[config.mk]
export PLATFORM = sky130hd
export DESIGN_NAME = seq_shifter
export DESIGN_NICKNAME = d
export VERILOG_FILES = /design/src/rtl/shifter_pkg.sv /design/src/rtl/shift_step.sv /design/src/rtl/seq_shifter.sv
export SDC_FILE = /design/constraint.sdc
export NUM_CORES = 1
export LEC_CHECK = 0
export ABC_AREA = 1
export CORE_ASPECT_RATIO = 1.1
export CORE_MARGIN = 1.5
export CORE_UTILIZATION = 47
export CTS_CLUSTER_SIZE = 8
export DETAILED_ROUTE_END_ITERATION = 12
export HOLD_SLACK_MARGIN = 0.03
export PLACE_DENSITY_LB_ADDON = 0.05
export SYNTH_ARGS = -nofsm -noshare
export SYNTH_HDL_FRONTEND = slang
export SYNTH_SLANG_ARGS = --single-unit
[constraint.sdc]
create_clock -name clk -period 2 [get_ports clk]
set_clock_uncertainty 0.2 [all_clocks]
set_input_delay 0.4 -clock clk [delete_from_list [all_inputs] [get_ports clk]]
set_output_delay 0.4 -clock clk [all_outputs]
set_load 0.01 [all_outputs]
[src/rtl/shifter_pkg.sv]
// rtl/shifter_pkg.sv - op encodings, FSM states and op decode helper for seq_shifter
package shifter_pkg;

    localparam logic [2:0] OP_SLL = 3'b000;
    localparam logic [2:0] OP_SRL = 3'b001;
    localparam logic [2:0] OP_SRA = 3'b011;
    localparam logic [2:0] OP_ROL = 3'b100;
    localparam logic [2:0] OP_ROR = 3'b101;

    typedef enum logic [1:0] {
        ST_IDLE  = 2'd0,
        ST_SHIFT = 2'd1,
        ST_DONE  = 2'd2
    } state_t;

    // Any encoding outside the five real ops returns the operand untouched.
    function automatic logic op_is_pass(input logic [2:0] op);
        return !(op inside {OP_SLL, OP_SRL, OP_SRA, OP_ROL, OP_ROR});
    endfunction

endpackage

[src/rtl/shift_step.sv]
// rtl/shift_step.sv - combinational shift/rotate of 0..STEP bits
module shift_step #(
    parameter int XLEN = 32,
    parameter int STEP = 1
) (
    input  logic [XLEN-1:0]      data_in,
    input  logic [$clog2(XLEN):0] amt,
    input  logic                 dir_right,
    input  logic                 fill,
    input  logic                 rotate,
    output logic [XLEN-1:0]      data_out
);

    localparam int AW = $clog2(XLEN) + 1;

    always_comb begin
        data_out = data_in;
        for (int i = 1; i <= STEP; i++) begin
            if (amt == AW'(i)) begin
                if (dir_right) begin
                    if (rotate)
                        data_out = (data_in >> i) | (data_in << (XLEN - i));
                    else
                        data_out = (data_in >> i) | (fill ? ~({XLEN{1'b1}} >> i) : '0);
                end else begin
                    if (rotate)
                        data_out = (data_in << i) | (data_in >> (XLEN - i));
                    else
                        data_out = data_in << i;
                end
            end
        end
    end

endmodule

[src/rtl/seq_shifter.sv]
// rtl/seq_shifter.sv - multi-cycle shifter/rotator moving up to STEP bits per cycle
module seq_shifter
    import shifter_pkg::*;
#(
    parameter int XLEN = 32,
    parameter int STEP = 1
) (
    input  logic                    clk,
    input  logic                    rst,
    input  logic                    in_valid,
    output logic                    in_ready,
    input  logic [XLEN-1:0]         a,
    input  logic [2:0]              op,
    input  logic [$clog2(XLEN)-1:0] shamt,
    output logic                    out_valid,
    input  logic                    out_ready,
    output logic [XLEN-1:0]         result
);

    localparam int CW = $clog2(XLEN) + 1;

    state_t          state_q, state_d;
    logic [XLEN-1:0] data_q, data_d;
    logic [CW-1:0]   rem_q, rem_d;
    logic            dir_q, dir_d;
    logic            rot_q, rot_d;
    logic            fill_q, fill_d;
    logic            out_valid_q, out_valid_d;
    logic            in_ready_q, in_ready_d;
    logic [CW-1:0]   step_k;
    logic [XLEN-1:0] step_out;

    always_comb begin
        step_k = (rem_q > CW'(STEP)) ? CW'(STEP) : rem_q;
    end

    shift_step #(
        .XLEN (XLEN),
        .STEP (STEP)
    ) u_step (
        .data_in   (data_q),
        .amt       (step_k),
        .dir_right (dir_q),
        .fill      (fill_q),
        .rotate    (rot_q),
        .data_out  (step_out)
    );

    always_comb begin
        state_d     = state_q;
        data_d      = data_q;
        rem_d       = rem_q;
        dir_d       = dir_q;
        rot_d       = rot_q;
        fill_d      = fill_q;
        out_valid_d = out_valid_q;
        in_ready_d  = in_ready_q;
        case (state_q)
            ST_IDLE: begin
                if (in_valid && in_ready_q) begin
                    data_d     = a;
                    dir_d      = op[0];
                    rot_d      = op[2];
                    fill_d     = (op == OP_SRA) && a[XLEN-1];
                    in_ready_d = 1'b0;
                    if (op_is_pass(op) || shamt == '0) begin
                        state_d     = ST_DONE;
                        out_valid_d = 1'b1;
                    end else begin
                        state_d = ST_SHIFT;
                        rem_d   = {1'b0, shamt};
                    end
                end
            end
            ST_SHIFT: begin
                data_d = step_out;
                rem_d  = rem_q - step_k;
                if (rem_q == step_k) begin
                    state_d     = ST_DONE;
                    out_valid_d = 1'b1;
                end
            end
            ST_DONE: begin
                // Return through IDLE so a consume and an accept never share a cycle.
                if (out_ready) begin
                    state_d     = ST_IDLE;
                    out_valid_d = 1'b0;
                    in_ready_d  = 1'b1;
                end
            end
            default: begin
                state_d     = ST_IDLE;
                out_valid_d = 1'b0;
                in_ready_d  = 1'b1;
            end
        endcase
    end

    always_ff @(posedge clk) begin
        if (rst) begin
            state_q     <= ST_IDLE;
            data_q      <= '0;
            rem_q       <= '0;
            dir_q       <= 1'b0;
            rot_q       <= 1'b0;
            fill_q      <= 1'b0;
            out_valid_q <= 1'b0;
            in_ready_q  <= 1'b1;
        end else begin
            state_q     <= state_d;
            data_q      <= data_d;
            rem_q       <= rem_d;
            dir_q       <= dir_d;
            rot_q       <= rot_d;
            fill_q      <= fill_d;
            out_valid_q <= out_valid_d;
            in_ready_q  <= in_ready_d;
        end
    end

    assign in_ready  = in_ready_q;
    assign out_valid = out_valid_q;
    assign result    = data_q;

endmodule

Gate-type map:
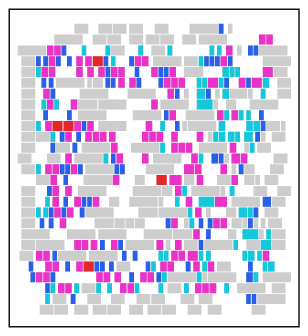
| family | color | cells |
|---|---|---|
| non-inverting ao/oa cells | red | 5 |
| aoi and oai cells | magenta | 122 |
| nor cells | blue | 90 |
| nand cells | cyan | 79 |

Cells by drive strength:
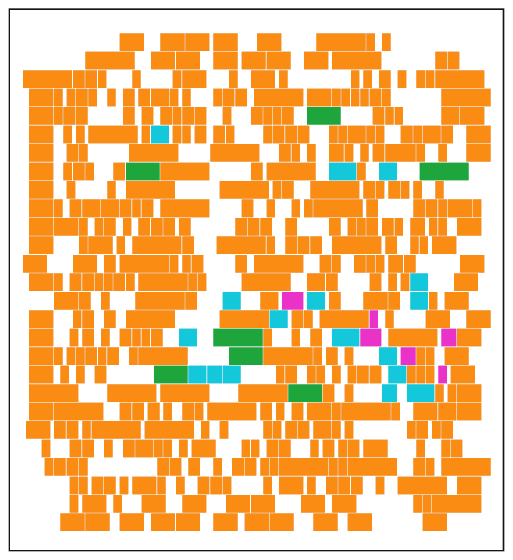
| size | color | cells | share |
|---|---|---|---|
| _2 cells | magenta | 6 | 1.3% |
| _3 and _4 cells | cyan | 17 | 3.7% |
| _0 and _1 cells | orange | 435 | 94% |
| _6 and larger | green | 7 | 1.5% |

==> job_summary.md <==
### Yosys + OpenROAD results

| Metric | Value |
|---|---|
| Cells after Synth | 389 |
| Num rows | 27 |
| Crit Reg-Reg Endpoint | rem_q[4] |
| Commonest Layout Cell | nor2_1 |
| Final core occ | 67.4% |
| DRT met1 WL | 3040 um |
| Seq/Total Area, Yosys | 36.0% |
| Commonest non-fill, non-tap cells in the layout | nor2_1, clkdlybuf4s50_1, o21ai_0, nand2_1, dfxtp_1 |
| Antenna violations before repair | 0 |
| Ys async rst share | 0% |
| Largest fanout on the critical path | 4 |
| Final hold vios | 0 |
| Post-DP HPWL | 4760 um |
| Cells after DPL | 515 |
| CP Cell Sequence | clkdlybuf4s50_1 |
| # IOs | 78 |
| Final slew viol count | 0 |
| Bufs on Longest Clock Path | 2 |
| Yosys stat area | 0.00250 sq mm |
| Setup bufs post-CTS | 0 |
| Peak supply drop | 0.552 mV |
| Grt ovf | 0 |
| Status | finished clean |
| Ys Warns | 0 |
| Chip width | 72.6 um |
| Drt total wl | 6800 um |
| H-tree levels | 2 |
| ANT cells | 0 |
| Slowest cell delay on critical path | 0.56 ns |
| Number of synthesized flops with an enable pin | 0 |
| Vias per inst | 5.35 |
| DRC violation count after routing | 0 |
| Post-Layout Cell Count | 523 |
| Final WS setup | 0.136 ns |
| Via Count | 2,797 |
| Synth top area cells | dfxtp_1, o21ai_0, nor2_1 |
| Top cells by count | nor2_1, o21ai_0, nand2_1, dfxtp_1, a21oi_1 |
| Top layer in use | met4 |
Clock nets:
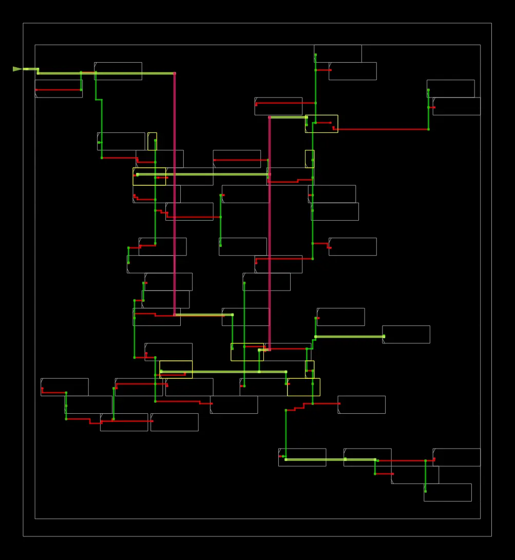
CTS buffer count: 5
clk_buf instances: 8
Clock group: 539 uW
clk_lat worst skew: 0.29 ns

Met2 routing:
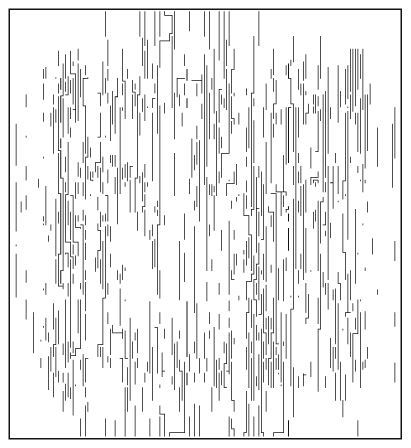
share of all routed wire: 46%
nets with wire on the layer: 382
main direction: vertical

==> layer usage <==
| layer | vias to the layer above | global-route usage [%] |
|---|---|---|
| met1 | 1253 | 30.5 |
| met5 | - | 0 |
| met2 | 105 | 39.4 |
| met3 | 7 | 4.42 |
| met4 | 0 | 10.6 |
| li1 | 1432 | - |
==> cell type report <==
class                      instances  area [sq um]  area share (%)
tap                               58          72.6            2.12
inverter                          24          95.1            2.78
multi-input combinational        297          1370            40.0
timing repair buffer              91           901            26.4
sequential                        45           901            26.4
clock buffer                       8          80.1            2.34
==> registers in the layout (all words and copies together), names as in the netlist <==
register	flops
in_ready	1
result	32
rot_q	1
rem_q	6
state_q	2
out_valid	1
fill_q	1
dir_q	1
Power and IR drop assume default switching activity.
